<file path="src/rtl/alu_dispatch_pkg.sv">
// Shared definitions for the minigpu ALU issue path: opcode values, dispatcher
// state encoding and the latency-counter width helper.
package alu_dispatch_pkg;

  localparam int unsigned ALU_DATA_W_DEF    = 16;
  localparam int unsigned ALU_FUNC_W_DEF    = 4;
  localparam int unsigned ALU_TAG_W_DEF     = 4;
  localparam int unsigned ALU_NUM_FUNCS_DEF = 8;

  localparam logic [3:0] ALU_ADD = 4'd0;
  localparam logic [3:0] ALU_SUB = 4'd1;
  localparam logic [3:0] ALU_AND = 4'd2;
  localparam logic [3:0] ALU_OR  = 4'd3;
  localparam logic [3:0] ALU_XOR = 4'd4;
  localparam logic [3:0] ALU_SLL = 4'd5;
  localparam logic [3:0] ALU_SRL = 4'd6;
  localparam logic [3:0] ALU_SLT = 4'd7;

  typedef enum logic [1:0] {
    IDLE = 2'd0,
    EXEC = 2'd1,
    RESP = 2'd2
  } disp_state_e;

  // A zero-latency ALU still needs a one-bit counter to hold the constant 0.
  function automatic int unsigned lat_cnt_width(input int unsigned lat);
    int unsigned w;
    w = 1;
    while ((1 << w) < (lat + 1)) w++;
    return w;
  endfunction

endpackage

</file>
<file path="src/rtl/alu_lat_counter.sv">
// Load/decrement counter timing the fixed ALU latency; zero flags the capture cycle.
module alu_lat_counter
  import alu_dispatch_pkg::*;
#(
  parameter int unsigned ALU_LAT = 1
) (
  input  logic clk,
  input  logic reset,
  input  logic load,
  input  logic dec,
  output logic zero
);

  localparam int unsigned CNT_W = lat_cnt_width(ALU_LAT);

  logic [CNT_W-1:0] cnt;

  always_ff @(posedge clk) begin
    if (reset) begin
      cnt <= '0;
    end else if (load) begin
      cnt <= CNT_W'(ALU_LAT);
    end else if (dec && (cnt != '0)) begin
      cnt <= cnt - CNT_W'(1);
    end
  end

  assign zero = (cnt == '0);

endmodule

</file>
<file path="src/rtl/alu_dispatch.sv">
// Issue side of the minigpu ALU: takes one op at a time, drives the shared ALU
// for its fixed latency and returns the tagged result on a valid/ready port.
module alu_dispatch
  import alu_dispatch_pkg::*;
#(
  parameter int unsigned DATA_W    = ALU_DATA_W_DEF,
  parameter int unsigned FUNC_W    = ALU_FUNC_W_DEF,
  parameter int unsigned TAG_W     = ALU_TAG_W_DEF,
  parameter int unsigned ALU_LAT   = 1,
  parameter int unsigned NUM_FUNCS = ALU_NUM_FUNCS_DEF
) (
  input  logic              clk,
  input  logic              reset,
  input  logic              req_valid,
  output logic              req_ready,
  input  logic [FUNC_W-1:0] req_func,
  input  logic [DATA_W-1:0] req_a,
  input  logic [DATA_W-1:0] req_b,
  input  logic [TAG_W-1:0]  req_tag,
  output logic              alu_en,
  output logic [FUNC_W-1:0] alu_func,
  output logic [DATA_W-1:0] alu_a,
  output logic [DATA_W-1:0] alu_b,
  input  logic [DATA_W-1:0] alu_out,
  output logic              rsp_valid,
  input  logic              rsp_ready,
  output logic [DATA_W-1:0] rsp_data,
  output logic [TAG_W-1:0]  rsp_tag,
  output logic              rsp_err,
  output logic              busy
);

  disp_state_e      state;
  logic [TAG_W-1:0] tag_q;
  logic             fire;
  logic             legal;
  logic             cnt_zero;
  logic             cnt_load;
  logic             cnt_dec;

  assign req_ready = (state == IDLE) | ((state == RESP) & rsp_ready);
  assign fire      = req_valid & req_ready;
  assign legal     = ({1'b0, req_func} < (FUNC_W + 1)'(NUM_FUNCS));
  assign busy      = (state != IDLE);

  assign cnt_load  = fire & legal;
  assign cnt_dec   = (state == EXEC) & ~cnt_zero;

  alu_lat_counter #(
    .ALU_LAT (ALU_LAT)
  ) u_lat_counter (
    .clk   (clk),
    .reset (reset),
    .load  (cnt_load),
    .dec   (cnt_dec),
    .zero  (cnt_zero)
  );

  always_ff @(posedge clk) begin
    if (reset) begin
      state     <= IDLE;
      tag_q     <= '0;
      alu_en    <= 1'b0;
      alu_func  <= '0;
      alu_a     <= '0;
      alu_b     <= '0;
      rsp_valid <= 1'b0;
      rsp_data  <= '0;
      rsp_tag   <= '0;
      rsp_err   <= 1'b0;
    end else begin
      case (state)
        EXEC: begin
          if (cnt_zero) begin
            rsp_valid <= 1'b1;
            rsp_data  <= alu_out;
            rsp_tag   <= tag_q;
            rsp_err   <= 1'b0;
            alu_en    <= 1'b0;
            state     <= RESP;
          end
        end
        IDLE, RESP: begin
          // IDLE and RESP share the fire path so a consumed response can be
          // replaced by the next op in the same cycle without a bubble.
          if ((state == RESP) && rsp_ready) begin
            rsp_valid <= 1'b0;
            state     <= IDLE;
          end
          if (fire) begin
            if (legal) begin
              alu_en   <= 1'b1;
              alu_func <= req_func;
              alu_a    <= req_a;
              alu_b    <= req_b;
              tag_q    <= req_tag;
              state    <= EXEC;
            end else begin
              rsp_valid <= 1'b1;
              rsp_data  <= '0;
              rsp_tag   <= req_tag;
              rsp_err   <= 1'b1;
              state     <= RESP;
            end
          end
        end
        default: begin
          state <= IDLE;
        end
      endcase
    end
  end

endmodule
</file>
<file path="config.mk">
export PLATFORM = sky130hd
export DESIGN_NAME = alu_dispatch
export DESIGN_NICKNAME = d
export VERILOG_FILES = /design/src/rtl/alu_dispatch_pkg.sv /design/src/rtl/alu_lat_counter.sv /design/src/rtl/alu_dispatch.sv
export SDC_FILE = /design/constraint.sdc
export NUM_CORES = 1
export LEC_CHECK = 0
export CAP_MARGIN = 20
export CORE_UTILIZATION = 31
export CTS_BUF_LIST = sky130_fd_sc_hd__clkbuf_4 sky130_fd_sc_hd__clkbuf_8
export CTS_CLUSTER_SIZE = 12
export DETAILED_ROUTE_END_ITERATION = 10
export GPL_ROUTABILITY_DRIVEN = 0
export GPL_TIMING_DRIVEN = 0
export PLACE_DENSITY = 0.7
export SYNTH_ARGS = -nofsm -noshare
export SYNTH_HDL_FRONTEND = slang
export SYNTH_SLANG_ARGS = --single-unit
</file>
<file path="constraint.sdc">
create_clock -name clk -period 1.72 [get_ports clk]
set_clock_uncertainty 0.2 [all_clocks]
set_input_delay 0.344 -clock clk [delete_from_list [all_inputs] [get_ports clk]]
set_output_delay 0.344 -clock clk [all_outputs]
set_load 0.02 [all_outputs]
</file>
==> results.ini, run 1 <==
[run]
warnings=28
cap_violations=0

[clocking]
numCtsBuffers=9
h-tree-depth=3

[critical_path]
cp.arrival_ps=1310
rr_endpoint=rsp_tag[3]
cp-startpoint=state[1]

[pwr]
p_comb_uw=762
pwr-share-comb_pct=19.6
internal_power_mw=2.832

[yosys]
synth.cellmix.simpleShare_pct=14.98
synthesis.nets=374
edf_count=0
yosys-top-cells-area=dfxtp_1 47%, a21oi_1 11%, o31ai_1 11%
yosys_warnings=0
yosys_area_mm2=0.002799
topCombFamilyByArea=AND-OR/OR-AND gates
xor_share_pct=0

[timing]
fmax_ghz=0.5386
hold_slack_ps=197.8
setup_tns_ps=-227.9
drv_slew=0
finalWorstSetupSlack_ps=-136.8
finalSetupViolations=2

[outcome]
failed_checks=negative setup slack
status=finished, violations left

[global_route]
grt_antenna_before_repair=0
use_met3_pct=5.275
grt_pass1_vias=2951
grt_max_degree=12

[layout]
final_cell_area_mm2=0.004798
stdcell_count=569
diodes=0
nets=516
drive_gt1_share_pct=23.64

[floorplanning]
initCoreUtil_pct=32.09
die_w_um=97.02

==> run 1: worst min path at each step <==
stage / start / to / slack, ps / depth (start not counted)
after CTS: reset / rsp_data[2] / 180 / 2
after floorplan: tag_q[1] / tag_q[1] / 240 / 2
after detailed placement: rsp_err / rsp_err / 250 / 2
final: reset / rsp_data[7] / 200 / 2
after global placement: rsp_err / rsp_err / 250 / 2
after global routing: reset / rsp_data[2] / 200 / 2
==> run 1: area by class of cell <==
class	instances	area (µm²)
multi-input combinational	200	1524
clock inverter	5	77.57
buffer	43	299.0
tap	108	135.1
sequential	66	1326
inverter	5	18.77
timing repair buffer	131	1272
clock buffer	11	145.1
fill	821	3923
==> run 1: critical path: stages, from the launching register on <==
cell     delay (ps)
dfxtp_4         340
and2b_2         210
buf_8           120
buf_8           110
nor2_4           70
buf_6           120
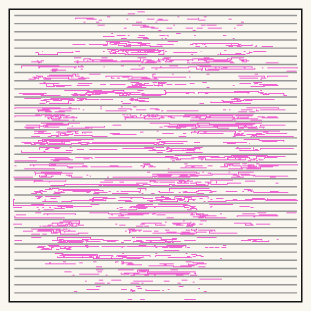
**Above:** run 1 (signal wires on met1).
Scale: 3 px per µm. Supply wires on this layer in gray.
share of all routed wire: 43%
wire length on this layer: 4150 µm
main direction: horizontal
nets with wire on the layer: 456
longest straight run: 27.6 µm

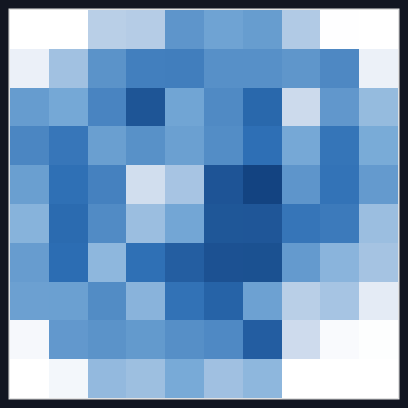
**Above:** run 1 (cell density map).
Scale: 4 px per µm. 10 x 10 tiles, from white (low) to dark blue (high), 0 to 100% covered.
fullest tile: 93%
emptiest ninth of the die: south-east
nearly empty tiles: 9.0%
mean over tiles: 50%
densest ninth of the die: center

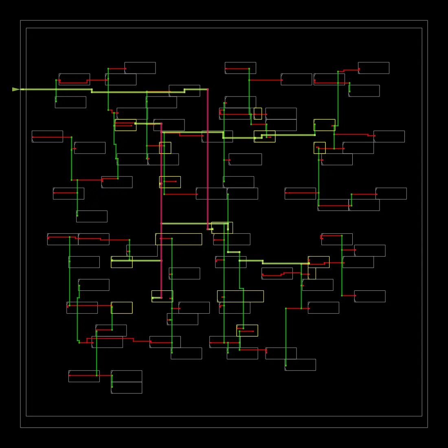
**Above:** run 1 (clock nets).
CTS Sinks: 66
registers: 66
clk pwr: 1.46 mW
Late-Pin Clk Latency: 340 ps

**Run 1: signal wires on met3**

Scale: 4 px per µm. Cells faint in the background.
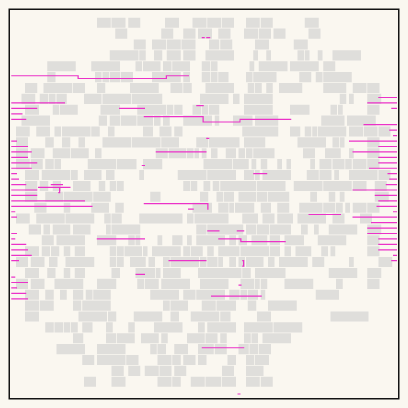

==> inputs of run 2 (changes only) <==
CORE_UTILIZATION = 25   (was 31)
PLACE_DENSITY = 0.6   (was 0.7)
SKIP_CTS_REPAIR_TIMING = 1   (was not set)
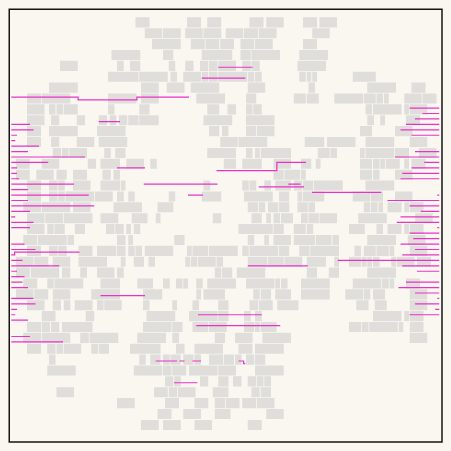
**Above:** run 2 (signal wires on met3).
Scale: 4 px per µm. Cells faint in the background.
main direction: horizontal
longest straight run: 25.1 µm
wire length on this layer: 690 µm

==> run 2 against run 1 <==
The flow still finishes with violations (negative setup slack). Design area grew 0.83%. Largest power group unchanged. Fmax decreased by 2.0%. Die area grew 23%. Critical endpoint unchanged. Wire length rose by 2.6%. Combinational power shrank 1%. Flip-flop count unchanged. Largest cell class unchanged. Sequential share of layout area shrank 0.23 points. Worst setup slack lost 38 ps.
==> results.ini, run 2 <==
[yosys]
edf_count=0  ; unchanged
yosys-top-cells-area=dfxtp_1 47%, a21oi_1 11%, o31ai_1 11%  ; unchanged
topCombFamilyByArea=AND-OR/OR-AND gates  ; unchanged
yosys_area_mm2=0.002799  ; unchanged
yosys_warnings=0  ; unchanged
synth.cellmix.simpleShare_pct=14.98  ; unchanged
xor_share_pct=0  ; unchanged

[clocking]
root_buffer=clkbuf_8  ; unchanged
clock_latency_ps=330  ; was 340 ps
h-tree-depth=3  ; unchanged
numClockSinks=66  ; unchanged
numCtsBuffers=9  ; unchanged

[critical_path]
path_max_fanout=6  ; was 2
critPathSlowestCell=dfxtp_4  ; unchanged
path_common_cell=buf_8  ; unchanged
cp.arrival_ps=1350  ; was 1310 ps
cpPeakStageDelay_ps=360  ; was 340 ps
cp-startpoint=state[1]  ; unchanged
rr_endpoint=rsp_tag[1]  ; was rsp_tag[3]
cp_cell_sequence=and2b_2 > buf_8 > buf_8 > nor2_4 > buf_6  ; unchanged

[timing]
finalSetupViolations=2  ; unchanged
finalWorstSetupSlack_ps=-175.1  ; was -136.8 ps
fmax_ghz=0.5277  ; was 0.5386 GHz

[pwr]
clk-power_mw=1.19  ; was 1.46 mW
p_comb_uw=752  ; was 762 µW
internal_power_mw=2.596  ; was 2.832 mW
pwr-share-comb_pct=20.9  ; was 19.6%
ir_worst_vdd_mv=0.4319  ; was 0.3801 mV

[layout]
stdcell_count=601  ; was 569
diodes=0  ; unchanged
nets=517  ; was 516
final_cell_area_mm2=0.004838  ; was 0.004798 mm²
fill_cells=1062  ; was 821
drive_gt1_share_pct=20.39  ; was 23.64%

[global_route]
grt_antenna_before_repair=0  ; unchanged
use_met3_pct=3.995  ; was 5.275%
grt_pass1_vias=2936  ; was 2951

[hold_path]
min_path_cells=2  ; unchanged
min_to=rsp_data[6]  ; was rsp_data[7]
hp-start=reset  ; unchanged

[run]
cap_violations=0  ; unchanged
warnings=27  ; was 28

[outcome]
failed_checks=negative setup slack  ; unchanged
status=finished, violations left  ; unchanged

[placed_design]
numPlacedInstances=573  ; was 541

[floorplanning]
initCoreUtil_pct=25.71  ; was 32.09%

-- run 2: worst max path at each step --
stage / end / slack (ps)
6_report: req_ready / -180
5_1_grt: req_ready / -210
4_1_cts: req_ready / -970
3_5_place_dp: req_ready / -960
3_3_place_gp: req_ready / -950
2_1_floorplan: req_ready / 40
-- run 2: critical path: cells and delay by family (launching register included) --
kind                   cells  cell delay [ps]
buffers and inverters      3              370
AND/OR/NAND/NOR            2              290
flip-flops                 1              360
-- run 2: layout make-up --
cell class / count / area share, %
sequential: 66 / 27.41
buffer: 42 / 5.353
timing repair buffer: 133 / 30.31
clock buffer: 13 / 3.439
inverter: 5 / 0.4655
tap: 140 / 3.620
multi-input combinational: 200 / 29.14
clock inverter: 2 / 0.2586
**Run 2: cell density map**

Scale: 3 px per µm. 11 x 11 tiles, from white (low) to dark blue (high), 0 to 100% covered.
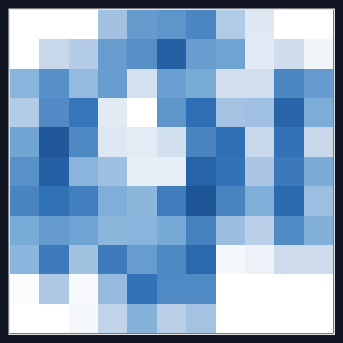

==> inputs of run 3 (changes only) <==
SETUP_SLACK_MARGIN = 0.4   (was not set)
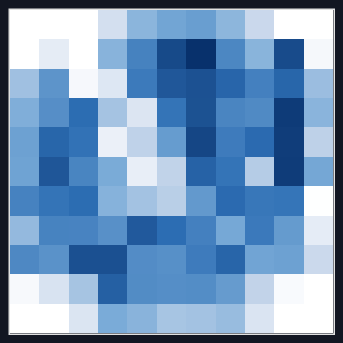
**Above:** run 3 (cell density map).
Scale: 3 px per µm. 11 x 11 tiles, from white (low) to dark blue (high), 0 to 100% covered.
tiles over 75% full: 21%
fullest tile: 100%
emptiest ninth of the die: north-west
nearly empty tiles: 11%
mean over tiles: 49%

==> run 3 against run 2 <==
Largest power group unchanged. First-iteration DRC count shrank 24%. Critical endpoint unchanged. Global-route usage is 0.29 points higher. Sequential power about the same. Highest routed layer unchanged. The run still ends with negative setup slack left. Worst hold slack better by 12 ps. Utilization is 9.4 points higher.
==> results.ini, run 3 <==
[outcome]
status=finished, violations left  ; unchanged
failed_checks=negative setup slack  ; unchanged

[layout]
drive_gt1_share_pct=59.51  ; was 20.39%
final_cell_area_mm2=0.005862  ; was 0.004838 mm²
stdcell_count=634  ; was 601

[timing]
setup_tns_ps=-581.5  ; was -259.8 ps
finalSetupViolations=15  ; was 2
drv_slew=0  ; unchanged
finalWorstSetupSlack_ps=-175.9  ; was -175.1 ps

[hold_path]
min_path_cells=2  ; unchanged
hp-start=reset  ; unchanged

[critical_path]
path_max_fanout=7  ; was 6
cpPeakStageDelay_ps=350  ; was 360 ps
path_common_cell=buf_8  ; unchanged
cp.arrival_ps=1350  ; about the same
crit_end=req_ready  ; unchanged
rr_endpoint=rsp_valid  ; was rsp_tag[1]
cp-startpoint=state[1]  ; unchanged

[global_route]
use_met3_pct=5.145  ; was 3.995%
grt_max_degree=13  ; was 11

[yosys]
xor_share_pct=0  ; unchanged
synth.cellmix.simpleShare_pct=14.98  ; unchanged
edf_count=0  ; unchanged
synthesis.nets=374  ; unchanged
yosys-top-cells-area=dfxtp_1 47%, a21oi_1 11%, o31ai_1 11%  ; unchanged
topCombFamilyByArea=AND-OR/OR-AND gates  ; unchanged

[pwr]
pwr-share-comb_pct=25.1  ; was 20.9%
ir_worst_vdd_mv=0.3953  ; was 0.4319 mV
clk-power_mw=1.36  ; was 1.19 mW
internal_power_mw=2.842  ; was 2.596 mW

[clocking]
numClockSinks=66  ; unchanged
root_buffer=clkbuf_8  ; unchanged
h-tree-depth=3  ; unchanged
numCtsBuffers=9  ; unchanged

[floorplanning]
initCoreUtil_pct=25.71  ; unchanged
die_w_um=107.8  ; unchanged

[placed_design]
numPlacedInstances=573  ; unchanged

[run 3: cell counts after synthesis]
No cell type changed its count.
[run 3: per-stage QoR]
| step | hold slack (ps) | utilization, % |
|---|---|---|
| floorplan | 244.3 | - |
| global placement | 247.0 | 38.90 |
| detailed placement | 248.9 | 38.90 |
| CTS | 175.9 | 40.76 |
| global route | 229.5 | 53.84 |
| finish | 211.0 | 53.84 |
[run 3: cell type report]
cell class	instances	area [µm²]
clock inverters	6	65.06
flip-flops and latches	66	1413
well taps	140	175.2
inverters	5	22.52
fillers	970	5026
repair buffers	164	1723
clock buffers	10	137.6
multi-input cells	200	1977
plain buffers	43	349.1
No activity file was given, so power comes from the tool's default toggle rates.
